**src/rtl/palindrome_pkg.sv**
```systemverilog
// -----------------------------------------------------------------------------
// palindrome_pkg
// Shared definitions for the palindrome check scheduler and its round-robin
// picker.
//   state_t             : scheduler FSM states (IDLE, WAIT)
//   DEFAULT_DATA_W      : default width of the checked word
//   DEFAULT_DET_LATENCY : default detector register stages, data_in -> result
//   id_width()          : width of a requester index, never below 1 bit
// -----------------------------------------------------------------------------
package palindrome_pkg;

  localparam int DEFAULT_DATA_W      = 8;
  localparam int DEFAULT_DET_LATENCY = 1;

  typedef enum logic {
    IDLE = 1'b0,
    WAIT = 1'b1
  } state_t;

  // A single requester would still need a 1-bit ID port.
  function automatic int id_width(input int num_req);
    return (num_req > 2) ? $clog2(num_req) : 1;
  endfunction

endpackage

```
**src/rtl/palindrome_check_scheduler_rr_pick.sv**
```systemverilog
// -----------------------------------------------------------------------------
// rr_pick
// Combinational round-robin picker. Searches req_i starting at ptr_i and
// wrapping modulo NUM_REQ; the first set bit found is the grant.
//   req_i     : request vector, one bit per requester
//   ptr_i     : index with highest priority this round (must be < NUM_REQ)
//   grant_o   : index of the chosen requester (0 when no request is set)
//   any_req_o : at least one request bit is set
// -----------------------------------------------------------------------------
module rr_pick
  import palindrome_pkg::*;
#(
  parameter int NUM_REQ = 4,
  parameter int ID_W    = id_width(NUM_REQ)
) (
  input  logic [NUM_REQ-1:0] req_i,
  input  logic [ID_W-1:0]    ptr_i,
  output logic [ID_W-1:0]    grant_o,
  output logic               any_req_o
);

  // Candidate gi is the requester sitting gi places after ptr_i, so lower gi
  // means higher priority.
  logic [ID_W-1:0]    cand_idx [NUM_REQ];
  logic [NUM_REQ-1:0] cand_hit;

  for (genvar gi = 0; gi < NUM_REQ; gi++) begin : g_cand
    // One extra bit holds ptr + offset before the modulo wrap; the sum never
    // exceeds 2*NUM_REQ-2, which fits because NUM_REQ <= 2**ID_W.
    logic [ID_W:0] sum;
    assign sum          = {1'b0, ptr_i} + (ID_W+1)'(gi);
    assign cand_idx[gi] = (sum >= (ID_W+1)'(NUM_REQ))
                          ? ID_W'(sum - (ID_W+1)'(NUM_REQ))
                          : sum[ID_W-1:0];
    assign cand_hit[gi] = req_i[cand_idx[gi]];
  end

  // Scan from lowest priority to highest so the nearest hit after ptr_i wins.
  always_comb begin
    grant_o   = '0;
    any_req_o = |req_i;
    for (int k = NUM_REQ - 1; k >= 0; k--) begin
      if (cand_hit[k]) begin
        grant_o = cand_idx[k];
      end
    end
  end

endmodule

```
**src/rtl/palindrome_check_scheduler.sv**
```systemverilog
// -----------------------------------------------------------------------------
// palindrome_check_scheduler
// Shares a single external palindrome detector among NUM_REQ requesters.
// A round-robin grant loads the chosen word into det_data, the scheduler waits
// out the detector latency, then returns the verdict tagged with the requester
// ID and updates two saturating statistics counters.
//   clk, rst        : clock (rising edge), asynchronous active-high reset
//   req, req_data   : per-requester request level and packed words
//   ack             : one-hot, one-cycle grant pulse
//   det_data        : registered word driven to the detector's data_in
//   det_result      : detector is_palindrome, sampled on one edge only
//   rsp_valid       : one-cycle verdict pulse; rsp_id / rsp_palindrome qualify it
//   busy            : high while a check is in flight
//   checks_done     : saturating count of completed checks
//   pal_hits        : saturating count of palindromic verdicts
// -----------------------------------------------------------------------------
module palindrome_check_scheduler
  import palindrome_pkg::*;
#(
  parameter  int NUM_REQ     = 4,
  parameter  int DATA_W      = DEFAULT_DATA_W,
  parameter  int DET_LATENCY = DEFAULT_DET_LATENCY,
  parameter  int CNT_W       = 16,
  localparam int ID_W        = id_width(NUM_REQ)
) (
  input  logic                      clk,
  input  logic                      rst,
  input  logic [NUM_REQ-1:0]        req,
  input  logic [NUM_REQ*DATA_W-1:0] req_data,
  output logic [NUM_REQ-1:0]        ack,
  output logic [DATA_W-1:0]         det_data,
  input  logic                      det_result,
  output logic                      rsp_valid,
  output logic [ID_W-1:0]           rsp_id,
  output logic                      rsp_palindrome,
  output logic                      busy,
  output logic [CNT_W-1:0]          checks_done,
  output logic [CNT_W-1:0]          pal_hits
);

  // The wait counter is loaded with DET_LATENCY+1 and the verdict is taken on
  // the edge where it reads 1.
  localparam int WCNT_W = $clog2(DET_LATENCY + 2);
  localparam logic [WCNT_W-1:0] WAIT_LOAD = WCNT_W'(DET_LATENCY + 1);

  state_t              state_q;
  logic [ID_W-1:0]     ptr_q;
  logic [ID_W-1:0]     grant_id_q;
  logic [WCNT_W-1:0]   wait_cnt_q;
  logic [NUM_REQ-1:0]  ack_q;
  logic [DATA_W-1:0]   det_data_q;
  logic                rsp_valid_q;
  logic [ID_W-1:0]     rsp_id_q;
  logic                rsp_pal_q;
  logic [CNT_W-1:0]    checks_q;
  logic [CNT_W-1:0]    hits_q;

  logic [ID_W-1:0]     pick_grant;
  logic                pick_any;
  logic [ID_W-1:0]     ptr_d;
  logic [NUM_REQ-1:0]  ack_d;
  logic [DATA_W-1:0]   word_d;
  logic [CNT_W-1:0]    checks_d;
  logic [CNT_W-1:0]    hits_d;

  // Unpack the flat request bus so the granted word is a plain array lookup.
  logic [DATA_W-1:0] word_arr [NUM_REQ];
  for (genvar gi = 0; gi < NUM_REQ; gi++) begin : g_unpack
    assign word_arr[gi] = req_data[gi*DATA_W +: DATA_W];
  end

  rr_pick #(
    .NUM_REQ (NUM_REQ),
    .ID_W    (ID_W)
  ) u_rr_pick (
    .req_i     (req),
    .ptr_i     (ptr_q),
    .grant_o   (pick_grant),
    .any_req_o (pick_any)
  );

  always_comb begin
    ptr_d    = (pick_grant == ID_W'(NUM_REQ - 1)) ? '0 : pick_grant + 1'b1;
    ack_d    = NUM_REQ'(1) << pick_grant;
    word_d   = word_arr[pick_grant];
    // Both counters stick at all-ones instead of wrapping.
    checks_d = (checks_q == '1) ? checks_q : checks_q + 1'b1;
    hits_d   = (det_result && (hits_q != '1)) ? hits_q + 1'b1 : hits_q;
  end

  always_ff @(posedge clk or posedge rst) begin
    if (rst) begin
      state_q     <= IDLE;
      ptr_q       <= '0;
      grant_id_q  <= '0;
      wait_cnt_q  <= '0;
      ack_q       <= '0;
      det_data_q  <= '0;
      rsp_valid_q <= 1'b0;
      rsp_id_q    <= '0;
      rsp_pal_q   <= 1'b0;
      checks_q    <= '0;
      hits_q      <= '0;
    end else begin
      // Both pulses are single-cycle; they are only raised below.
      ack_q       <= '0;
      rsp_valid_q <= 1'b0;
      case (state_q)
        IDLE: begin
          if (pick_any) begin
            det_data_q <= word_d;
            ack_q      <= ack_d;
            grant_id_q <= pick_grant;
            ptr_q      <= ptr_d;
            wait_cnt_q <= WAIT_LOAD;
            state_q    <= WAIT;
          end
        end
        WAIT: begin
          // Requests are not looked at here, so a second ack cannot be issued
          // before this check's verdict has gone out.
          if (wait_cnt_q == WCNT_W'(1)) begin
            rsp_valid_q <= 1'b1;
            rsp_id_q    <= grant_id_q;
            rsp_pal_q   <= det_result;
            checks_q    <= checks_d;
            hits_q      <= hits_d;
            wait_cnt_q  <= '0;
            state_q     <= IDLE;
          end else begin
            wait_cnt_q <= wait_cnt_q - 1'b1;
          end
        end
        default: begin
          state_q <= IDLE;
        end
      endcase
    end
  end

  assign ack            = ack_q;
  assign det_data       = det_data_q;
  assign rsp_valid      = rsp_valid_q;
  assign rsp_id         = rsp_id_q;
  assign rsp_palindrome = rsp_pal_q;
  assign busy           = (state_q != IDLE);
  assign checks_done    = checks_q;
  assign pal_hits       = hits_q;

endmodule

```
**config.mk**
```make
export PLATFORM = sky130hd
export DESIGN_NAME = palindrome_check_scheduler
export DESIGN_NICKNAME = d
export VERILOG_FILES = /design/src/rtl/palindrome_pkg.sv /design/src/rtl/palindrome_check_scheduler_rr_pick.sv /design/src/rtl/palindrome_check_scheduler.sv
export SDC_FILE = /design/constraint.sdc
export NUM_CORES = 1
export LEC_CHECK = 0
export ABC_AREA = 1
export CELL_PAD_IN_SITES_DETAIL_PLACEMENT = 2
export CELL_PAD_IN_SITES_GLOBAL_PLACEMENT = 2
export CORE_MARGIN = 2
export CORE_UTILIZATION = 25
export CTS_BUF_LIST = sky130_fd_sc_hd__clkbuf_2
export DETAILED_ROUTE_END_ITERATION = 10
export GPL_TIMING_DRIVEN = 0
export PLACE_DENSITY_LB_ADDON = 0.1
export SKIP_CTS_REPAIR_TIMING = 1
export SYNTH_ARGS = -nofsm -noshare
export SYNTH_HDL_FRONTEND = slang
export SYNTH_SLANG_ARGS = --single-unit
```
**constraint.sdc**
```tcl
create_clock -name clk -period 1.9 [get_ports clk]
set_clock_uncertainty 0.15 [all_clocks]
set_input_delay 0.285 -clock clk [delete_from_list [all_inputs] [get_ports clk]]
set_output_delay 0.285 -clock clk [all_outputs]
set_load 0.01 [all_outputs]
```
Run 1, power grid:
The bar under the picture is 20 um long. Pins as bars on the die edge. Tap cells in grey.
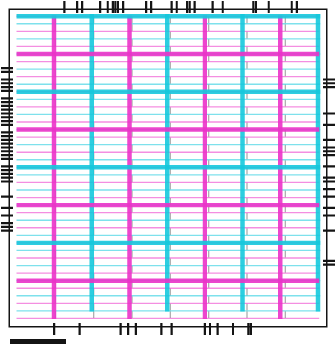
- VSS: magenta
- VDD: cyan
- met5 straps: 8
- rows: 40
- signal pins: 88
Core Area: 11860 sq um
Max rail drop VDD: 0.6773 mV

Run 1, cell classes on the final placement:
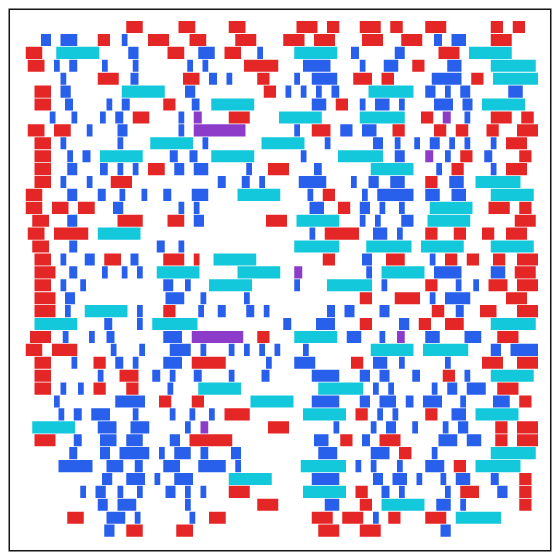
- other buffers and delay cells: red (cells 165)
- combinational and other logic: blue (cells 305)
- clock drivers and dummy loads: purple (cells 8)
- flops: cyan (cells 55)
Layout Utilization: 44.17%
cell area after layout: 5239 sq um
Seq area share: 26.68%
# rows: 40

Run 1, clock distribution:
The bar under the picture is 20 um long.
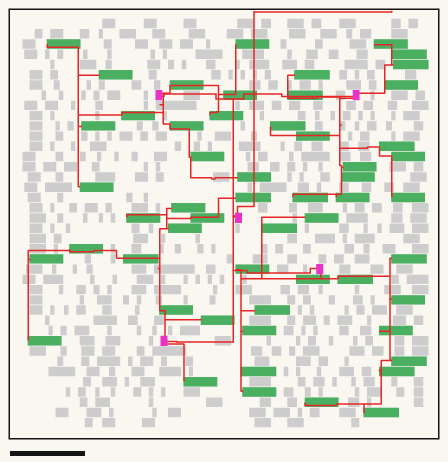
- flip-flops: green (count 55)
- clock drivers: magenta (count 5)
- clock wires: red (length 911 um)
- routed clock nets: 6
worst skew pair latency: 0.51 ns
Clock Power Share: 11.8%

## run 1: path summary, 6_finish.rpt
| path | from | end | slack, ns |
|---|---|---|---|
| setup / recovery | ptr_q[0]$_DFFE_PP0P_ | ptr_q[1]$_DFFE_PP0P_ | -0.13 |
| hold / removal | det_result | rsp_palindrome$_DFFE_PP0P_ | 0.20 |
| setup reg to reg | ptr_q[0]$_DFFE_PP0P_ | ptr_q[1]$_DFFE_PP0P_ | -0.13 |
| hold reg to reg | rsp_id[1]$_DFFE_PP0P_ | rsp_id[1]$_DFFE_PP0P_ | 0.37 |
| max in group asynchronous | rst | busy$_DFF_PP0_ | 0.47 |
| min in group asynchronous | rst | checks_done[0]$_DFFE_PP0P_ | 0.54 |
## run 1: cells by family (layout without fill, tap and decap cells)
group	count (synthesis)	in the layout	share of synthesized area (%)
AND/OR/NAND/NOR	208	208	33.44
buffers and inverters	56	223	8.059
flip-flops	55	55	45.70
XOR/XNOR	29	29	8.434
AND-OR/OR-AND	14	14	2.701
adder cells (fa/ha/maj)	4	4	1.662
## run 1: per-stage QoR
step	hold slack (ns)	setup slack (ns)	total power [mW]	TNS (ns)	instances
final	0.1975	-0.1313	6.516	-1.440	680
after global routing	0.1171	-0.2659	7.074	-6.167	680
after CTS	-0.05943	-0.3319	5.434	-11.39	609
after detailed placement	0.3258	-0.5935	4.609	-8.240	601
after global placement	0.3217	-1.180	4.511	-72.10	600
after floorplan	0.2685	0.01428	3.439	0	366
## run 1: sequential cells by signal, summed over array words and instances (netlist names)
signal / cells
ack: 4
busy: 1
checks_done: 16
det_data: 8
grant_id_q: 2
pal_hits: 16
ptr_q: 2
rsp_id: 2
rsp_palindrome: 1
rsp_valid: 1
wait_cnt_q: 2
## run 1: layout make-up
class / count / area (sq um) / share of cell area [%]
Multi-Input combinational cell: 255 / 1663 / 31.74
Timing Repair Buffer: 159 / 1627 / 31.05
Sequential cell: 55 / 1398 / 26.68
Inverter: 50 / 202.7 / 3.869
Tap cell: 147 / 183.9 / 3.511
Buffer: 6 / 75.07 / 1.433
Clock inverter: 2 / 60.06 / 1.146
Clock buffer: 6 / 30.03 / 0.5732
## run 1: placed cells by master, fill, tap and decap left out, drive strengths merged
master and n:
a21oi 4, buf 75, bufinv 2, clkbuf 8
clkdlybuf4s50 38, clkinv 1, dfrtp 55, dlygate4sd3 1
dlymetal6s2s 49, ha 4, inv 49, nand2 102
nand3 44, nand4 7, nor2 32, nor3 4
nor3b 2, nor4 2, o21ai 10, or2 14
or3 1, xnor2 14, xor2 15
## run 1: where the power goes
group / switching, mW / internal (mW)
clock network: 0.414 / 0.358
logic: 2.00 / 1.98
registers: 0.264 / 1.51
total: 2.67 / 3.84
## run 1: layer usage
metal / vias to the layer above / part of all wire [%]
met5: - / 0
met4: 0 / 1.5
met3: 10 / 4.5
met2: 66 / 52
met1: 1450 / 42
li1: 1474 / -
## run 1: worst max-delay path, stage by stage, from the launching register on
cell and delay [ns]:
dfrtp_1 0.49, buf_8 0.17, inv_8 0.07, nand2_2 0.06, nand3_2 0.07, nand2_1 0.07
inv_2 0.10, nand2_4 0.06, nand2_4 0.10, nand2_8 0.08, buf_8 0.13, ha_1 0.28
nand2_1 0.06, o21ai_1 0.06
==> reports/results.ini, run 1 <==
[worst_setup_path]
worstSetupEndpointType = flop
worstPathArrival_ns = 2.32
worstSetupPathType = flop to flop
crit_path_start_kind = flop
required_ns = 2.19

[cts]
htree_num_levels = 2
clk_path_buf_depth = 2
clock-sinks = 55
cts_made_buffers = 5
cts.reportedPaths.clkPinSlew_ns = 0.29

[global_routing]
grt_use_met3_pct = 3.241
grt_pass1_vias = 2951
grt_use_total_pct = 14.70
grt-busiest-layer = met2
gr-total-overflow = 0
globalRouteMet2Util_pct = 25.63
grtUsageMet1_pct = 17.85
grt_antenna_before_repair = 0

[final_layout]
layout.nets = 575
antenna_cells = 0
nFillCells = 1321
area_delta_synth_final_pct = 73.95

[power_and_ir_drop]
p_leak_nw = 3.215
powerDensity_nw_per_um2 = 1244

[die]
dieWidth_um = 113.8
dieArea_sq_um = 12940
io_pins = 88
fp_util_pct = 25.39
die_h_um = 113.8

[route]
num_vias = 3000
routed_wl_um = 10700
drt-wirelength-per-cell_um = 15.74
vias_per_cell = 4.412
firstDrtPassIters = 3
route.detailed.drc = 0
drt_iter0_drc = 54

[sta]
max_freq_ghz = 0.4923
timing_worst_slew_pin_value_ns = 0.6528
rsz0062_at_grt = yes
hold_viol = 0
setup_ws_ns = -0.1313
period_used_pct = 106.9
min_period_ns = 2.031
setup_viol = 27
slew_viol_final = 0
maxSlewHeadroom_pct = 56.42

[placement]
io_buffers = 87
gp_congestion = 0.7660
placedInstanceArea_sq_um = 4086
post-dp-hpwl_um = 6857

[synthesis]
edf_count = 0
synth-async-reset-ratio_pct = 100.0
yosys.cell_count.top_type = nand2_1
ys_seq_share_pct = 45.70
synthCells = 366
yosysTopAreaCell = dfrtp_1
synth_nets = 409
avgSynthCellArea_sq_um = 8.229
ys_top_cells_by_area = dfrtp_1 46%, nand2_1 11%, nand3_1 6.8%
synth_cell_types = 34
ys_cells = 366
ys.warnings.count = 0
yosys_register_bits = 55
synthFlopType = dfrtp_1
synth_top_area_share_pct = 45.70

[min_path]
hold_depth = 3

[run_status]
violations = setup timing
status = finished, violations left

[flow_run]
warnings = 27
cap_violations = 0

==> inputs of run 2 (changes only) <==
--- a/config.mk
+++ b/config.mk
@@ -14,6 +14,7 @@
 export DETAILED_ROUTE_END_ITERATION = 10
 export GPL_TIMING_DRIVEN = 0
 export PLACE_DENSITY_LB_ADDON = 0.1
+export REMOVE_ABC_BUFFERS = 1
 export SKIP_CTS_REPAIR_TIMING = 1
 export SYNTH_ARGS = -nofsm -noshare
 export SYNTH_HDL_FRONTEND = slang
==> reports/results.ini, run 2 <==
[worst_setup_path]
path_cells = ha_2 -> nand3_2 -> nor2_4 -> nand2_4 -> nor2_4 -> nand4_1 -> nand2_4 -> clkinvlp_4 -> nand2_2 -> nor2_1 -> xor2_1
crit_path_start_kind = flop
worstPathArrival_ns = 2.36
slowest_delay_ns = 0.44
worstSetupEndpointType = flop
required_ns = 2.16
cpLargestDelayFamily = simple AND/OR/NAND/NOR gates
r2r_slack_ns = -0.20
crit_slowest_cell = dfrtp_1
path_buffers = 1

[cts]
clk_path_buf_depth = 2
htree_num_levels = 2
clock-sinks = 55
insertion_delay_ns = 0.48
cts_made_buffers = 5
cts.reportedPaths.clkPinSlew_ns = 0.29

[synthesis]
yosys_register_bits = 55
ys_seq_share_pct = 45.70
edf_count = 0
avgSynthCellArea_sq_um = 8.229
yosysTopAreaCell = dfrtp_1
synthFlopType = dfrtp_1
common_cells = 91 x nand2_1, 55 x dfrtp_1, 43 x inv_1, 41 x nand3_1, 22 x nor2_1
ys_sh_aoi_pct = 2.700
ys_cells = 366
ys.warnings.count = 0
ys_sh_adder_pct = 1.662
ys_top_cells_by_area = dfrtp_1 46%, nand2_1 11%, nand3_1 6.8%
ys_sh_simple_pct = 33.44
synth-async-reset-ratio_pct = 100.0
synth_top_area_share_pct = 45.70
synth_cell_types = 34
mux_area_share_pct = 0
synthTopLogicFamily = simple AND/OR/NAND/NOR gates
yosys.cell_count.top_type = nand2_1
xor_area_share_pct = 8.434
synthCells = 366

[run_status]
status = finished, violations left
violations = setup timing

[global_routing]
grt_antenna_before_repair = 0
grt_use_met3_pct = 2.976
globalRouteMet2Util_pct = 21.80
grt_use_total_pct = 13.61
gr-total-overflow = 0
grt_pass1_vias = 2927
grt-busiest-layer = met2
grtUsageMet1_pct = 18.87

[flow_run]
warnings = 26
cap_violations = 0

[route]
num_vias = 3117
vias_per_cell = 4.491
firstDrtPassIters = 4
drt_iter0_drc = 49
route.detailed.drc = 0
routed_wl_um = 10750
drt-wirelength-per-cell_um = 15.49

[die]
fp_util_pct = 25.39
dieArea_sq_um = 12940
rows = 40
io_pins = 88
design.core.area_sq_um = 11860

[final_layout]
fin_util_pct = 45.92
area_delta_synth_final_pct = 80.85
layout.nets = 589
lay_top_count = nand2_1
antenna_cells = 0
final_cells = 694
layout_top_cells = 71 x nand2_1, 68 x buf_4, 47 x dlymetal6s2s_1

[sta]
setup_viol = 40
rsz0062_at_grt = yes
timing_worst_slew_pin_value_ns = 0.6406
hold_viol = 0
setup_ws_ns = -0.2047
min_period_ns = 2.105
max_freq_ghz = 0.4751
slew_viol_final = 0
maxSlewHeadroom_pct = 57.23
period_used_pct = 110.8

[power_and_ir_drop]
powerDensity_nw_per_um2 = 1248
p_leak_nw = 3.224

[placement]
dp.cells = 595
gp_congestion = 0.7745
io_buffers = 87
post-dp-hpwl_um = 6353

==> run 2: netlist changes by cell type in the layout (fill, tap and decap cells not counted), sizes merged <==
cell           delta
buf              +12
nand2             +4
bufinv            -2
clkbuf            -2
clkdlybuf4s50     +2
clkinv            +2
clkinvlp          +2
dlymetal6s2s      -2
inv               -2
==> run 2: final cells by class <==
type | count | area [sq um]
tap | 147 | 183.9
multi-input combinational | 259 | 1851
clock buffer | 6 | 30.03
timing repair buffer | 175 | 1758
sequential | 55 | 1401
fill | 1291 | 6415
inverter | 50 | 210.2
clock inverter | 2 | 12.51
==> run 2: worst min-delay path, stage by stage <==
cell and delay (ns):
clkdlybuf4s50_1 0.41, nand2_1 0.10, nand2_1 0.05
==> run 2: layer usage <==
layer | up-vias | part of all wire [%]
li1 | 1510 | -
met1 | 1527 | 45
met2 | 69 | 50
met3 | 11 | 4.1
met4 | 0 | 1.1
met5 | - | 0
==> run 2: worst paths after layout <==
| kind | startpoint | end | cells after the start |
|---|---|---|---|
| min | det_result | rsp_palindrome$_DFFE_PP0P_ | 3 |
| max reg2reg | pal_hits[0]$_DFFE_PP0P_ | pal_hits[7]$_DFFE_PP0P_ | 11 |
| min in group asynchronous | rst | checks_done[5]$_DFFE_PP0P_ | 3 |
| min reg2reg | checks_done[6]$_DFFE_PP0P_ | checks_done[6]$_DFFE_PP0P_ | 1 |
| max in group asynchronous | rst | det_data[5]$_DFFE_PP0P_ | 4 |
| max | pal_hits[0]$_DFFE_PP0P_ | pal_hits[7]$_DFFE_PP0P_ | 11 |
==> run 2: through the flow <==
step	setup WS (ns)	TNS, ns	power [mW]	cell area [sq um]	hold slack [ns]
6_report	-0.2047	-3.443	6.795	5446	0.2091
5_1_grt	-0.3349	-8.752	7.367	5446	0.1843
4_1_cts	-0.6782	-17.84	4.908	4079	-0.03600
3_5_place_dp	-0.6626	-14.94	4.374	4036	0.3189
3_3_place_gp	-1.120	-75.38	4.300	4016	0.3171
2_1_floorplan	-0.1717	-0.3332	3.287	2962	0.2685
==> run 2: logic make-up after synthesis <==
family,after synthesis
AND-OR/OR-AND,14
XOR/XNOR,29
adder cells (fa/ha/maj),4
buffers and inverters,56
flip-flops,55
AND/OR/NAND/NOR,208
==> run 2: power by group <==
part	switching, mW	total, mW	internal (mW)	leakage [nW]
Combinational	2.37	4.52	2.15	2.51
Clock	0.406	0.501	0.0953	0.0306
Sequential	0.266	1.78	1.51	0.687
Total	3.04	6.79	3.76	3.22
Run 2, power grid:
The bar under the picture is 20 um long. Pins as bars on the die edge. Tap cells in grey.
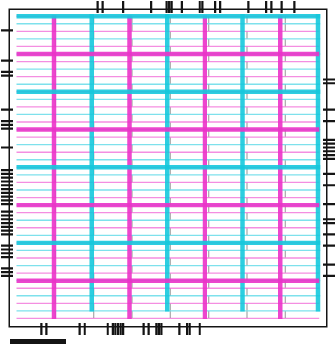
- VSS: magenta
- VDD: cyan
- signal pins: 88
- tap cells: 147
Die Width: 113.8 um
Max rail drop VDD: 0.5503 mV
Die Span Y: 113.8 um

Power figures rest on the tool's default switching activity, not on a simulated workload.
